==> run_1/met1.png <==
Bar = 20 µm. Supply wires on this layer in grey.
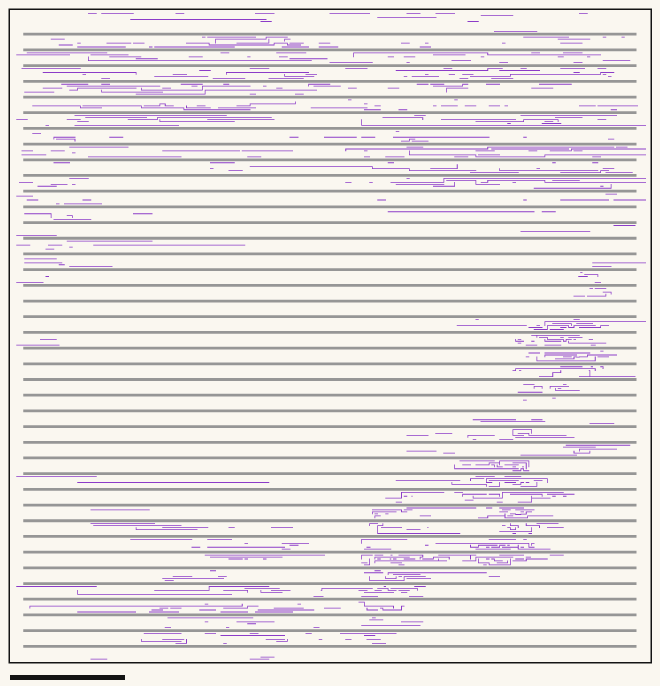
==> run_1/met2.png <==
Cells faint in the background.
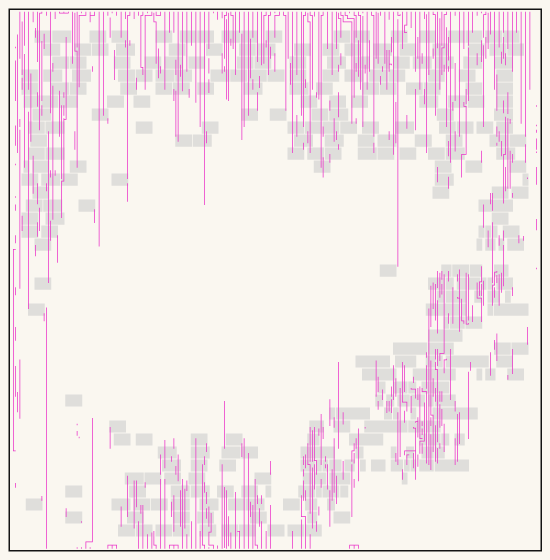
==> run_1/met3.png <==
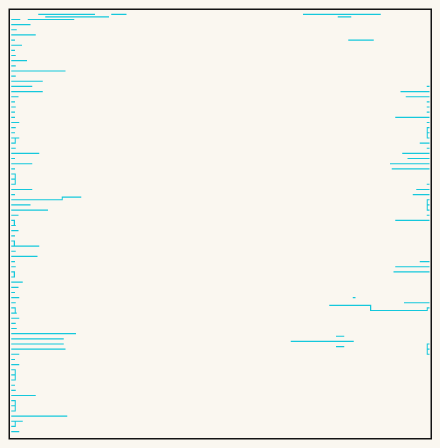
<file path="src/rtl/alrdwr_arb2_pkg.sv">
// Shared types and helpers for the two-master AL read/write arbiter.
package alrdwr_arb2_pkg;

  localparam int unsigned AL_PORT_W = 1;
  localparam int unsigned RD_CNT_W  = 4;

  typedef enum logic [AL_PORT_W-1:0] {
    AL_PORT0 = 1'b0,
    AL_PORT1 = 1'b1
  } al_port_e;

  // Prepends the upstream port bit above an id_w-bit upstream read ID.
  function automatic logic [31:0] al_widen_id(al_port_e port, logic [31:0] id,
                                              int unsigned id_w);
    logic [31:0] mask;
    mask = (32'd1 << id_w) - 32'd1;
    return (32'(port) << id_w) | (id & mask);
  endfunction

endpackage

</file>
<file path="src/rtl/alrdwr_arb2_if.sv">
// AL single-beat read/write bus; master drives requests, slave drives responses.
interface alrdwr_arb2_if #(
  parameter int unsigned ADDR_WIDTH = 12,
  parameter int unsigned DATA_BITS  = 2,
  parameter int unsigned ID_WIDTH   = 1
);
  localparam int unsigned DATA_WIDTH = 8 << DATA_BITS;

  logic [ADDR_WIDTH-1:DATA_BITS] waddr;
  logic [DATA_WIDTH-1:0]         wdata;
  logic                          wvalid;
  logic                          wready;
  logic [ADDR_WIDTH-1:DATA_BITS] araddr;
  logic [ID_WIDTH-1:0]           arid;
  logic                          arvalid;
  logic                          arready;
  logic [DATA_WIDTH-1:0]         rdata;
  logic [ID_WIDTH-1:0]           rid;
  logic                          rvalid;
  logic                          rready;

  modport master (
    output waddr, wdata, wvalid, araddr, arid, arvalid, rready,
    input  wready, arready, rdata, rid, rvalid
  );

  modport slave (
    input  waddr, wdata, wvalid, araddr, arid, arvalid, rready,
    output wready, arready, rdata, rid, rvalid
  );

endinterface

</file>
<file path="src/rtl/alrdwr_rr_sel.sv">
// Two-way round-robin grant with a lock that holds a stalled grant until its handshake.
module alrdwr_rr_sel
  import alrdwr_arb2_pkg::*;
(
  input  logic       clk,
  input  logic       rst,
  input  logic [1:0] i_req,
  input  logic       i_gate,
  input  logic       i_ready,
  output al_port_e   o_sel,
  output logic       o_valid,
  output logic [1:0] o_grant_ready
);

  al_port_e r_last;
  al_port_e r_lock_sel;
  logic     r_lock;
  al_port_e w_sel;
  logic     w_valid;
  logic     w_ready;

  always_comb begin
    w_sel = AL_PORT0;
    if (r_lock)
      w_sel = r_lock_sel;
    else if (&i_req)
      w_sel = (r_last == AL_PORT1) ? AL_PORT0 : AL_PORT1;
    else if (i_req[1])
      w_sel = AL_PORT1;
  end

  assign w_valid = ((w_sel == AL_PORT1) ? i_req[1] : i_req[0]) & i_gate;
  assign w_ready = i_ready & i_gate;

  assign o_sel            = w_sel;
  assign o_valid          = w_valid;
  assign o_grant_ready[0] = (w_sel == AL_PORT0) & w_ready;
  assign o_grant_ready[1] = (w_sel == AL_PORT1) & w_ready;

  // A stalled transaction is pinned so a late request on the other port cannot swap it.
  always_ff @(posedge clk) begin
    if (rst) begin
      r_last     <= AL_PORT1;
      r_lock     <= 1'b0;
      r_lock_sel <= AL_PORT0;
    end else if (w_valid && w_ready) begin
      r_last <= w_sel;
      r_lock <= 1'b0;
    end else if (w_valid) begin
      r_lock     <= 1'b1;
      r_lock_sel <= w_sel;
    end
  end

endmodule

</file>
<file path="src/rtl/alrdwr_arb2.sv">
// Shares one AL slave between two masters: independent round-robin W/AR, ID-routed R.
module alrdwr_arb2
  import alrdwr_arb2_pkg::*;
#(
  parameter int unsigned ADDR_WIDTH = 12,
  parameter int unsigned DATA_BITS  = 2,
  parameter int unsigned DATA_WIDTH = 8 << DATA_BITS,
  parameter int unsigned ID_WIDTH   = 1,
  parameter int unsigned MAX_RD     = 4
) (
  input  logic          clk,
  input  logic          rst,
  alrdwr_arb2_if.slave  s0_al,
  alrdwr_arb2_if.slave  s1_al,
  alrdwr_arb2_if.master m_al
);

  localparam int unsigned           MID_W    = ID_WIDTH + 1;
  localparam logic [RD_CNT_W-1:0]   MAX_RD_C = RD_CNT_W'(MAX_RD);

  al_port_e                      w_w_sel;
  al_port_e                      w_ar_sel;
  logic [1:0]                    w_wready;
  logic [1:0]                    w_arready;
  logic                          w_ar_gate;
  logic                          w_ar_hs;
  logic                          w_r_hs;
  logic                          w_rport;
  logic [ADDR_WIDTH-1:DATA_BITS] w_waddr;
  logic [ADDR_WIDTH-1:DATA_BITS] w_araddr;
  logic [DATA_WIDTH-1:0]         w_wdata;
  logic [DATA_WIDTH-1:0]         w_rdata;
  logic [ID_WIDTH-1:0]           w_arid;
  logic [RD_CNT_W-1:0]           r_rd_cnt;

  alrdwr_rr_sel u_w_sel (
    .clk           (clk),
    .rst           (rst),
    .i_req         ({s1_al.wvalid, s0_al.wvalid}),
    .i_gate        (1'b1),
    .i_ready       (m_al.wready),
    .o_sel         (w_w_sel),
    .o_valid       (m_al.wvalid),
    .o_grant_ready (w_wready)
  );

  alrdwr_rr_sel u_ar_sel (
    .clk           (clk),
    .rst           (rst),
    .i_req         ({s1_al.arvalid, s0_al.arvalid}),
    .i_gate        (w_ar_gate),
    .i_ready       (m_al.arready),
    .o_sel         (w_ar_sel),
    .o_valid       (m_al.arvalid),
    .o_grant_ready (w_arready)
  );

  assign w_waddr  = (w_w_sel == AL_PORT1) ? s1_al.waddr : s0_al.waddr;
  assign w_wdata  = (w_w_sel == AL_PORT1) ? s1_al.wdata : s0_al.wdata;
  assign w_araddr = (w_ar_sel == AL_PORT1) ? s1_al.araddr : s0_al.araddr;
  assign w_arid   = (w_ar_sel == AL_PORT1) ? s1_al.arid : s0_al.arid;

  assign m_al.waddr  = w_waddr;
  assign m_al.wdata  = w_wdata;
  assign m_al.araddr = w_araddr;
  assign m_al.arid   = MID_W'(al_widen_id(w_ar_sel, 32'(w_arid), ID_WIDTH));

  assign s0_al.wready  = w_wready[0];
  assign s1_al.wready  = w_wready[1];
  assign s0_al.arready = w_arready[0];
  assign s1_al.arready = w_arready[1];

  // Response routing keys off the port bit the AR mux placed above the upstream ID.
  assign w_rport       = m_al.rid[ID_WIDTH];
  assign w_rdata       = m_al.rdata;
  assign s0_al.rdata   = w_rdata;
  assign s1_al.rdata   = w_rdata;
  assign s0_al.rid     = m_al.rid[ID_WIDTH-1:0];
  assign s1_al.rid     = m_al.rid[ID_WIDTH-1:0];
  assign s0_al.rvalid  = m_al.rvalid & ~w_rport;
  assign s1_al.rvalid  = m_al.rvalid & w_rport;
  assign m_al.rready   = w_rport ? s1_al.rready : s0_al.rready;

  assign w_ar_gate = (r_rd_cnt != MAX_RD_C);
  assign w_ar_hs   = m_al.arvalid & m_al.arready;
  assign w_r_hs    = m_al.rvalid & m_al.rready;

  always_ff @(posedge clk) begin
    if (rst) begin
      r_rd_cnt <= '0;
    end else begin
      case ({w_ar_hs, w_r_hs})
        2'b10:   r_rd_cnt <= r_rd_cnt + RD_CNT_W'(1);
        2'b01:   if (r_rd_cnt != '0) r_rd_cnt <= r_rd_cnt - RD_CNT_W'(1);
        default: r_rd_cnt <= r_rd_cnt;
      endcase
    end
  end

  a_no_r_underflow: assert property (@(posedge clk) disable iff (rst)
    !(w_r_hs && (r_rd_cnt == '0)));

endmodule

</file>
<file path="src/flat_wrapper.sv">
// flat-port wrapper written by rule: the top's interface ports become plain ports
module alrdwr_arb2_flat import alrdwr_arb2_pkg::*;
#(
  parameter int unsigned ADDR_WIDTH = 12,
  parameter int unsigned DATA_BITS  = 2,
  parameter int unsigned DATA_WIDTH = 8 << DATA_BITS,
  parameter int unsigned ID_WIDTH   = 1,
  parameter int unsigned MAX_RD     = 4
)
  (clk, rst, s0_al_waddr, s0_al_wdata, s0_al_wvalid, s0_al_araddr, s0_al_arid, s0_al_arvalid, s0_al_rready, s0_al_wready, s0_al_arready, s0_al_rdata, s0_al_rid, s0_al_rvalid, s1_al_waddr, s1_al_wdata, s1_al_wvalid, s1_al_araddr, s1_al_arid, s1_al_arvalid, s1_al_rready, s1_al_wready, s1_al_arready, s1_al_rdata, s1_al_rid, s1_al_rvalid, m_al_waddr, m_al_wdata, m_al_wvalid, m_al_araddr, m_al_arid, m_al_arvalid, m_al_rready, m_al_wready, m_al_arready, m_al_rdata, m_al_rid, m_al_rvalid);
  alrdwr_arb2_if #(.ADDR_WIDTH(ADDR_WIDTH), .DATA_BITS(DATA_BITS), .ID_WIDTH(ID_WIDTH)) s0_al_i ();
  alrdwr_arb2_if #(.ADDR_WIDTH(ADDR_WIDTH), .DATA_BITS(DATA_BITS), .ID_WIDTH(ID_WIDTH)) s1_al_i ();
  alrdwr_arb2_if #(.ADDR_WIDTH(ADDR_WIDTH), .DATA_BITS(DATA_BITS), .ID_WIDTH(ID_WIDTH)) m_al_i ();
  input  logic clk;
  input  logic rst;
  input wire logic [$bits(s0_al_i.waddr)-1:0] s0_al_waddr;
  input wire logic [$bits(s0_al_i.wdata)-1:0] s0_al_wdata;
  input wire logic [$bits(s0_al_i.wvalid)-1:0] s0_al_wvalid;
  input wire logic [$bits(s0_al_i.araddr)-1:0] s0_al_araddr;
  input wire logic [$bits(s0_al_i.arid)-1:0] s0_al_arid;
  input wire logic [$bits(s0_al_i.arvalid)-1:0] s0_al_arvalid;
  input wire logic [$bits(s0_al_i.rready)-1:0] s0_al_rready;
  output wire logic [$bits(s0_al_i.wready)-1:0] s0_al_wready;
  output wire logic [$bits(s0_al_i.arready)-1:0] s0_al_arready;
  output wire logic [$bits(s0_al_i.rdata)-1:0] s0_al_rdata;
  output wire logic [$bits(s0_al_i.rid)-1:0] s0_al_rid;
  output wire logic [$bits(s0_al_i.rvalid)-1:0] s0_al_rvalid;
  input wire logic [$bits(s1_al_i.waddr)-1:0] s1_al_waddr;
  input wire logic [$bits(s1_al_i.wdata)-1:0] s1_al_wdata;
  input wire logic [$bits(s1_al_i.wvalid)-1:0] s1_al_wvalid;
  input wire logic [$bits(s1_al_i.araddr)-1:0] s1_al_araddr;
  input wire logic [$bits(s1_al_i.arid)-1:0] s1_al_arid;
  input wire logic [$bits(s1_al_i.arvalid)-1:0] s1_al_arvalid;
  input wire logic [$bits(s1_al_i.rready)-1:0] s1_al_rready;
  output wire logic [$bits(s1_al_i.wready)-1:0] s1_al_wready;
  output wire logic [$bits(s1_al_i.arready)-1:0] s1_al_arready;
  output wire logic [$bits(s1_al_i.rdata)-1:0] s1_al_rdata;
  output wire logic [$bits(s1_al_i.rid)-1:0] s1_al_rid;
  output wire logic [$bits(s1_al_i.rvalid)-1:0] s1_al_rvalid;
  output wire logic [$bits(m_al_i.waddr)-1:0] m_al_waddr;
  output wire logic [$bits(m_al_i.wdata)-1:0] m_al_wdata;
  output wire logic [$bits(m_al_i.wvalid)-1:0] m_al_wvalid;
  output wire logic [$bits(m_al_i.araddr)-1:0] m_al_araddr;
  output wire logic [$bits(m_al_i.arid)-1:0] m_al_arid;
  output wire logic [$bits(m_al_i.arvalid)-1:0] m_al_arvalid;
  output wire logic [$bits(m_al_i.rready)-1:0] m_al_rready;
  input wire logic [$bits(m_al_i.wready)-1:0] m_al_wready;
  input wire logic [$bits(m_al_i.arready)-1:0] m_al_arready;
  input wire logic [$bits(m_al_i.rdata)-1:0] m_al_rdata;
  input wire logic [$bits(m_al_i.rid)-1:0] m_al_rid;
  input wire logic [$bits(m_al_i.rvalid)-1:0] m_al_rvalid;
  assign s0_al_i.waddr = s0_al_waddr;
  assign s0_al_i.wdata = s0_al_wdata;
  assign s0_al_i.wvalid = s0_al_wvalid;
  assign s0_al_i.araddr = s0_al_araddr;
  assign s0_al_i.arid = s0_al_arid;
  assign s0_al_i.arvalid = s0_al_arvalid;
  assign s0_al_i.rready = s0_al_rready;
  assign s0_al_wready = s0_al_i.wready;
  assign s0_al_arready = s0_al_i.arready;
  assign s0_al_rdata = s0_al_i.rdata;
  assign s0_al_rid = s0_al_i.rid;
  assign s0_al_rvalid = s0_al_i.rvalid;
  assign s1_al_i.waddr = s1_al_waddr;
  assign s1_al_i.wdata = s1_al_wdata;
  assign s1_al_i.wvalid = s1_al_wvalid;
  assign s1_al_i.araddr = s1_al_araddr;
  assign s1_al_i.arid = s1_al_arid;
  assign s1_al_i.arvalid = s1_al_arvalid;
  assign s1_al_i.rready = s1_al_rready;
  assign s1_al_wready = s1_al_i.wready;
  assign s1_al_arready = s1_al_i.arready;
  assign s1_al_rdata = s1_al_i.rdata;
  assign s1_al_rid = s1_al_i.rid;
  assign s1_al_rvalid = s1_al_i.rvalid;
  assign m_al_waddr = m_al_i.waddr;
  assign m_al_wdata = m_al_i.wdata;
  assign m_al_wvalid = m_al_i.wvalid;
  assign m_al_araddr = m_al_i.araddr;
  assign m_al_arid = m_al_i.arid;
  assign m_al_arvalid = m_al_i.arvalid;
  assign m_al_rready = m_al_i.rready;
  assign m_al_i.wready = m_al_wready;
  assign m_al_i.arready = m_al_arready;
  assign m_al_i.rdata = m_al_rdata;
  assign m_al_i.rid = m_al_rid;
  assign m_al_i.rvalid = m_al_rvalid;
  alrdwr_arb2 #(.ADDR_WIDTH(ADDR_WIDTH), .DATA_BITS(DATA_BITS), .DATA_WIDTH(DATA_WIDTH), .ID_WIDTH(ID_WIDTH), .MAX_RD(MAX_RD)) u_core (.clk(clk), .rst(rst), .s0_al(s0_al_i), .s1_al(s1_al_i), .m_al(m_al_i));
endmodule
</file>
<file path="config.mk">
export PLATFORM = sky130hd
export DESIGN_NAME = alrdwr_arb2_flat
export DESIGN_NICKNAME = d
export VERILOG_FILES = /design/src/rtl/alrdwr_arb2_pkg.sv /design/src/rtl/alrdwr_arb2_if.sv /design/src/rtl/alrdwr_rr_sel.sv /design/src/rtl/alrdwr_arb2.sv /design/src/flat_wrapper.sv
export SDC_FILE = /design/constraint.sdc
export NUM_CORES = 1
export LEC_CHECK = 0
export ABC_CLOCK_PERIOD_IN_PS = 3150
export CORE_AREA = 2 2 109 111
export DETAILED_ROUTE_END_ITERATION = 6
export DIE_AREA = 0 0 111 113
export SLEW_MARGIN = 10
export SYNTH_ARGS = -nofsm -noshare
export SYNTH_HDL_FRONTEND = slang
export SYNTH_HIERARCHICAL = 1
export SYNTH_SLANG_ARGS = --single-unit
</file>
<file path="constraint.sdc">
create_clock -name clk -period 3.15 [get_ports clk]
set_input_delay 0.315 -clock clk [delete_from_list [all_inputs] [get_ports clk]]
set_output_delay 0.315 -clock clk [all_outputs]
set_load 0.02 [all_outputs]
</file>
==> flow_metrics.tcl, run 1 <==
# place-and-route summary
set metrics [dict create \
    outcome "finished, final reports clean" \
    synth_area_mm2 0.001881 \
    worst_ep_required_time_ns 2.83 \
    adder_share 0.006653 \
    wl_met1_mm 2.975 \
    max-slew-margin-rel 0.6543 \
    lay_top_cells "clkdlybuf4s50_1, mux2_2, nand2_1, dfxtp_1, nor2_1" \
    grt_max_degree 43 \
    reg2reg_depth 12 \
    synth_cells 220 \
    switching_share 0.3288 \
    skew_ns 0.003767 \
    antenna_found_initial 0 \
    internal_power_uw 669.2 \
    std_cell_rows 39 \
    ys_sh_mux 0.3466 \
    clock_tree.buffer_depth 2 \
    cp-startpoint "s1_al_wvalid" \
    synthTopLogicFamily "multiplexers" \
    hold_violations 0 \
    worstHoldStart "u_core/u_ar_sel/r_last" \
    wl_met2_mm 3.694 \
    buffers_excl_clock 177 \
    numSynthFlops 10 \
    cp_cell_sequence "clkdlybuf4s50_1, nor2b_1, a22oi_1, inv_1, buf_12, mux2_2, clkdlybuf4s50_1" \
    drt_first_pass_iters 4 \
    busiest_layer "met2" \
    wire_per_inst_um 15.54 \
    setup_violations 0 \
    post_dp_cell_area_mm2 0.003304 \
    final_cell_count_no_fill 471 \
    finalCritPeriodShare 0.9028 \
    worst_setup_path_end_kind "output port" \
    regMostFlops "u_core/r_rd_cnt" \
    postCtsSetupBuffers 0 \
    logic_gates 132 \
    drive_above_1_share 0.2043 \
    wl_mm 7.319 \
    grt_pass1_vias 1889 \
    maxCapViolations 0 \
    finalNetCount 481 \
    core_mm2 0.01127 \
    r2r_start "u_core/r_rd_cnt[0]" \
    max_freq_mhz 351.6 \
    dp.cells 468 \
    ctsHtreeMaxLevel 1 \
    irDropWorstVdd_mv 0.3766 \
    yosysUniqueCellTypes 37 \
    post-place-ws_ns 0.2967 \
    clkSinkCount 10 \
    die_area_mm2 0.01254 \
    drc_errors 0 \
    p_switching_uw 327.8 \
    yosys.area_share.aoi 0.1184 \
    critPathMaxStageDelay_ns 0.56 \
    comb_share 0.3325 \
    hpwl_mm 6.332 \
    worstMarginPinSlew_ns 0.5169 \
    synthTopCellsByCount "buf_4, mux2_2, nand2_1" \
    synthMostInstantiatedCell "buf_4" \
    seq_area_um2 200.2 \
    power_density_mw_per_mm2 295.0 \
    syn_to_final_growth_pct 79.71 \
    utilization 0.2998 \
    place.gp.congestion 0.7988 \
    clock_cell_area_share 0.02221 \
    die_x_um 111 \
    leakagePower_uw 0.001223 \
    drt-vias-per-instance 3.994 \
    synth-edff-count 0 \
    largest_reg_flops 4 \
    cts_resized 0 \
    flops 10 \
    n_clock_buffer 3 \
    grt_use_total 0.1076 \
    path_class "input pin to output port" \
    lay_top_count "clkdlybuf4s50_1" \
    seqPwrFrac 0.160 \
    clock_latency_ns 0.24 \
    critPathArrivalTime_ns 2.53 \
    postCtsHoldBufs 0 \
    tool_warnings 27 \
    min_to "u_core/u_ar_sel/r_last" \
    power_uw 997.0 \
    initial_core_util 0.1668 \
    die_h_um 113 \
    critical_path_depth 7 \
    cpMostUsedCell "clkdlybuf4s50_1" \
    ys_warn_count 6 \
    min_path_cells 2 \
    grt_use_met2 0.1845 \
    reg2reg_to "u_core/r_rd_cnt[2]" \
    top_power_group "combinational logic" \
    critPathBufInv 4 \
    synth_top_area_share 0.3174 \
    cts-root-buf "clkbuf_16" \
    nonClkBufAreaFrac 0.5265 \
    synth-main-ff-cell "dfxtp_1" \
    io_buffers 175 \
    ys_sh_simple 0.1045 \
    synth_seq_share 0.1065 \
    drt-initial-drc-count 72 \
    powerSeq_uw 159 \
    rsz0062_at_grt "no" \
    setup_ws_ns 0.3061 \
    nWellTaps 143 \
    postRouteAntennaNets 0 \
    synth_top_cell_by_area "mux2_2" \
    hold_slack_ns 0.5248 \
    area_leaders "mux2_2, buf_4, dfxtp_1, nand2_1, mux2i_1" \
    critPathMaxFanout 42 \
    diodes 0 \
    slowest_stage "clkdlybuf4s50_1" \
    wl_met3_um 517 \
    synthArstFlopShare 0 \
    combinationalPowerShare 0.616 \
]
Back to the opening pictures, met1.png:
nets with wire on the layer: 390
main direction: horizontal

Back to the opening pictures, met2.png:
nets with wire on the layer: 409
wire length on this layer: 3690 µm

Back to the opening pictures, met3.png:
share of all routed wire: 7.1%
nets with wire on the layer: 85
wire length on this layer: 517 µm
via count: 1881
grt met3 use: 0.03214

==> run_1/final_congestion.png <==
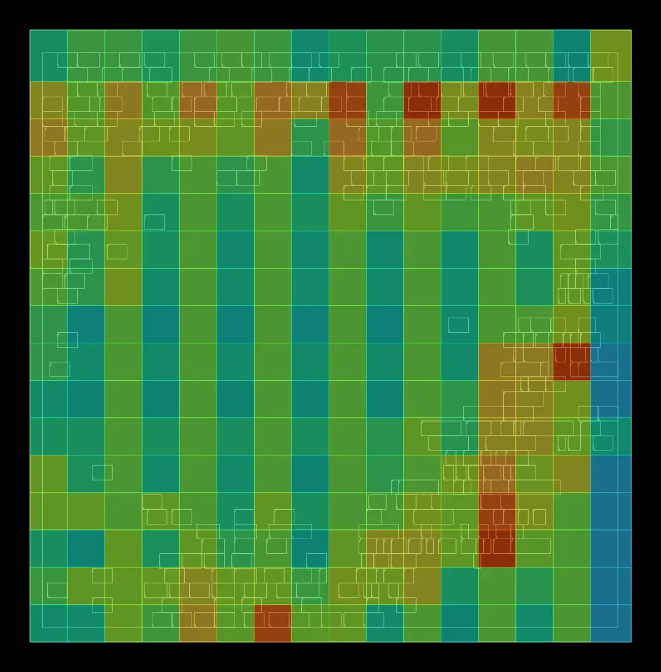

==> run 1 -> run 2 <==
- CAP_MARGIN: default -> 20
- PLACE_DENSITY_LB_ADDON: default -> 0.1
==> run_2/final_congestion.png <==
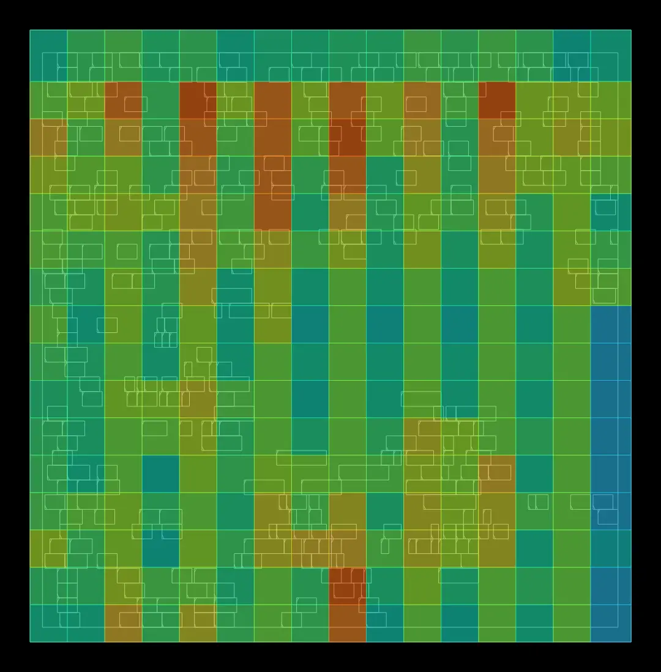
M1 GR Usage: 0.1104
grt met3 use: 0.02464
total track usage: 0.1037
average wire per standard cell: 14.71 µm

==> flow_metrics.tcl, run 2 <==
# place-and-route summary
set metrics [dict create \
    cp-start-kind "flop" \
    yosysUniqueCellTypes 37 \
    worstHoldStart "u_core/u_ar_sel/r_last" \
    drt-vias-per-instance 3.869 \
    ys_sh_simple 0.1045 \
    synthTopLogicFamily "multiplexers" \
    cpMostUsedCell "nand2_1" \
    post-place-ws_ns 0.2666 \
    drc_errors 0 \
    min_path_cells 2 \
    clkSinkCount 10 \
    synth_cells 220 \
    synth-edff-count 0 \
    synthTopCellsByCount "buf_4, mux2_2, nand2_1" \
    io_buffers 175 \
    irDropWorstVdd_mv 0.1643 \
    synth_top_area_share 0.3174 \
    internal_power_uw 700.1 \
    cp-startpoint "u_core/r_rd_cnt[0]" \
    lay_top_count "clkdlybuf4s50_1" \
    finalCritPeriodShare 0.8971 \
    drt_first_pass_iters 4 \
    tool_warnings 27 \
    slowest_stage "or4_4" \
    post_dp_cell_area_mm2 0.003332 \
    wl_mm 6.974 \
    top_power_group "combinational logic" \
    clock_cell_area_share 0.02597 \
    wl_met2_mm 3.999 \
    cts_resized 0 \
    numSynthFlops 10 \
    regMostFlops "u_core/r_rd_cnt" \
    rsz0062_at_grt "no" \
    r2r_start "u_core/r_rd_cnt[0]" \
    grt_max_degree 22 \
    synth_top_cell_by_area "mux2_2" \
    critPathMaxStageDelay_ns 0.51 \
    die_h_um 113 \
    place.gp.congestion 0.7154 \
    std_cell_rows 39 \
    critical_path_depth 12 \
    synth_seq_share 0.1065 \
    p_switching_uw 326.5 \
    wl_met1_mm 2.444 \
    worst_ep_required_time_ns 3.27 \
    critPathArrivalTime_ns 2.95 \
    power_uw 1027 \
    comb_share 0.3285 \
    die_x_um 111 \
    setup_violations 0 \
    skew_ns 0.0006808 \
    area_leaders "mux2_2, buf_4, dfxtp_1, nand2_1, mux2i_1" \
    flops 10 \
    clock_tree.buffer_depth 2 \
    nonClkBufAreaFrac 0.5282 \
    wl_met3_um 441 \
    dp.cells 470 \
    utilization 0.3035 \
    hpwl_mm 6.112 \
    busiest_layer "met2" \
    postRouteAntennaNets 0 \
    ys_sh_mux 0.3466 \
    min_to "u_core/u_ar_sel/r_last" \
    worst_setup_path_end_kind "flop" \
    critPathBufInv 0 \
    clock_latency_ns 0.23 \
    syn_to_final_growth_pct 81.90 \
    powerSeq_uw 159 \
    lay_top_cells "clkdlybuf4s50_1, mux2_2, nand2_1, dfxtp_1, nor2_1" \
    drive_above_1_share 0.2115 \
    outcome "finished, final reports clean" \
    reg2reg_depth 12 \
    hold_violations 0 \
    seq_area_um2 200.2 \
    diodes 0 \
    setup_ws_ns 0.3240 \
    p_clk_uw 248 \
    largest_reg_flops 4 \
    synth-main-ff-cell "dfxtp_1" \
    leakagePower_uw 0.001244 \
    initial_core_util 0.1668 \
    clockPowerShare 0.241 \
    cts-root-buf "clkbuf_16" \
    hold_slack_ns 0.5156 \
    buffers_excl_clock 179 \
    synthMostInstantiatedCell "buf_4" \
    reg2reg_to "u_core/r_rd_cnt[2]" \
    num_vias 1834 \
    path_class "flop to flop" \
    antenna_found_initial 0 \
    seqPwrFrac 0.155 \
    combinationalPowerShare 0.604 \
    grt_use_met2 0.2074 \
    core_mm2 0.01127 \
    ctsHtreeMaxLevel 1 \
    finalNetCount 483 \
    yosys.area_share.aoi 0.1184 \
    logic_gates 132 \
    critPathMaxFanout 5 \
    postCtsHoldBufs 0 \
    postCtsSetupBuffers 0 \
    grt_pass1_vias 1855 \
    switching_share 0.3181 \
    cp_cell_sequence "or2_4, nor2_1, nand2_1, o21ai_1, a21oi_1, nand2_1, nand2_1, xnor2_1, ha_1, or4_4, a22oi_2, mux2_4" \
    synthArstFlopShare 0 \
    maxCapViolations 0 \
    ys_warn_count 6 \
    synth_area_mm2 0.001881 \
    die_area_mm2 0.01254 \
    power_density_mw_per_mm2 300.1 \
    adder_share 0.006653 \
]
==> run_2/met3.png <==
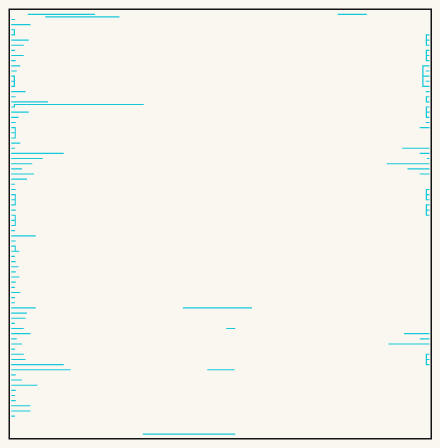

==> run 2 -> run 3 <==
- GPL_TIMING_DRIVEN: default -> 0
==> run_3/met3.png <==
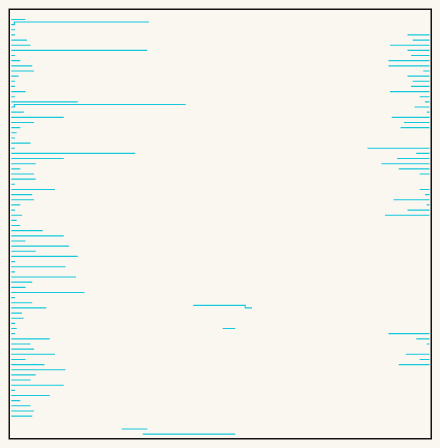
longest straight run: 45.1 µm
nets with wire on the layer: 118
grt met3 use: 0.04285
total routed wirelength: 8.962 mm
via count: 2369

==> flow_metrics.tcl, run 3 <==
# place-and-route summary
set metrics [dict create \
    outcome "finished, final reports clean" \
    synth-edff-count 0 \
    powerSeq_uw 160 \
    antenna_found_initial 0 \
    leakagePower_uw 0.001823 \
    synth_area_mm2 0.001881 \
    min_to "u_core/u_ar_sel/r_last" \
    die_h_um 113 \
    regMostFlops "u_core/r_rd_cnt" \
    yosys.area_share.aoi 0.1184 \
    finalNetCount 619 \
    path_class "input pin to output port" \
    skew_ns 0.0007162 \
    synth_top_cell_by_area "mux2_2" \
    ys_sh_mux 0.3466 \
    drive_above_1_share 0.3004 \
    largest_reg_flops 4 \
    comb_share 0.2472 \
    n_clock_buffer 3 \
    place.gp.congestion 0.7582 \
    min_path_cells 2 \
    postCtsHoldBufs 0 \
    synthArstFlopShare 0 \
    finalCritPeriodShare 0.9253 \
    core_mm2 0.01127 \
    grt_use_total 0.1301 \
    setup_violations 0 \
    cp_cell_sequence "clkdlybuf4s50_1, nor2b_1, a22oi_1, inv_1, clkbuf_4, mux2_2, clkdlybuf4s50_1" \
    synthTopLogicFamily "multiplexers" \
    drt_first_pass_iters 4 \
    critPathBufInv 4 \
    irDropWorstVdd_mv 0.1430 \
    combinationalPowerShare 0.688 \
    maxCapViolations 0 \
    lay_top_count "clkdlybuf4s50_1" \
    drt-initial-drc-count 52 \
    wl_met1_mm 2.900 \
    top_power_group "combinational logic" \
    nWellTaps 143 \
    worst_setup_path_end_kind "output port" \
    rsz0062_at_grt "no" \
    power_density_mw_per_mm2 263.1 \
    ctsHtreeMaxLevel 1 \
    hpwl_mm 8.163 \
    met1_usage 0.1247 \
    p_switching_uw 409.2 \
    logic_gates 132 \
    setup_ws_ns 0.2354 \
    grt-ovfl-total 0 \
    postCtsSetupBuffers 0 \
    seq_area_um2 200.2 \
    die_area_mm2 0.01254 \
    synthTopCellsByCount "buf_4, mux2_2, nand2_1" \
    cts-root-buf "clkbuf_16" \
    synth_cells 220 \
    reg2reg_depth 12 \
    io_buffers 241 \
    max_freq_mhz 343.1 \
    wire_per_inst_um 14.72 \
    p_clk_uw 216 \
    synth_top_area_share 0.3174 \
    busiest_layer "met2" \
    area_leaders "mux2_2, buf_4, dfxtp_1, nand2_1, mux2i_1" \
    switching_share 0.3403 \
    post-place-ws_ns 0.04947 \
    drt-vias-per-instance 3.890 \
    cts_resized 0 \
    clockPowerShare 0.179 \
    endpoint "m_al_waddr[4]" \
    hold_violations 0 \
    syn_to_final_growth_pct 143.0 \
    grt_max_degree 14 \
    critPathMaxStageDelay_ns 0.58 \
    cp-startpoint "s1_al_wvalid" \
    ys_warn_count 6 \
    synth-main-ff-cell "dfxtp_1" \
    yosysUniqueCellTypes 37 \
    power_uw 1202 \
    cpMostUsedCell "clkdlybuf4s50_1" \
    std_cell_rows 39 \
    initial_core_util 0.1668 \
    grt_pass1_vias 2393 \
    clkSinkCount 10 \
    critPathMaxFanout 10 \
    utilization 0.4055 \
    cp-start-kind "input pin" \
    worstHoldStart "u_core/u_ar_sel/r_last" \
    die_x_um 111 \
    synthMostInstantiatedCell "buf_4" \
    avgSynthCellArea_um2 8.548 \
    wl_met2_mm 5.209 \
    diodes 0 \
    flops 10 \
    hold_slack_ns 0.5084 \
    clock_latency_ns 0.23 \
    clock_cell_area_share 0.01642 \
    wl_met3_um 823 \
    dp.cells 608 \
    reg2reg_to "u_core/r_rd_cnt[2]" \
    critical_path_depth 7 \
    critPathArrivalTime_ns 2.60 \
    internal_power_uw 793.2 \
    numSynthFlops 10 \
    r2r_start "u_core/r_rd_cnt[0]" \
    grt_use_met2 0.2748 \
    seqPwrFrac 0.133 \
    worst_ep_required_time_ns 2.83 \
    postRouteAntennaNets 0 \
    tool_warnings 27 \
    drc_errors 0 \
    lay_top_cells "clkdlybuf4s50_1, buf_4, mux2_2, nand2_1, dfxtp_1" \
    ys_sh_simple 0.1045 \
]
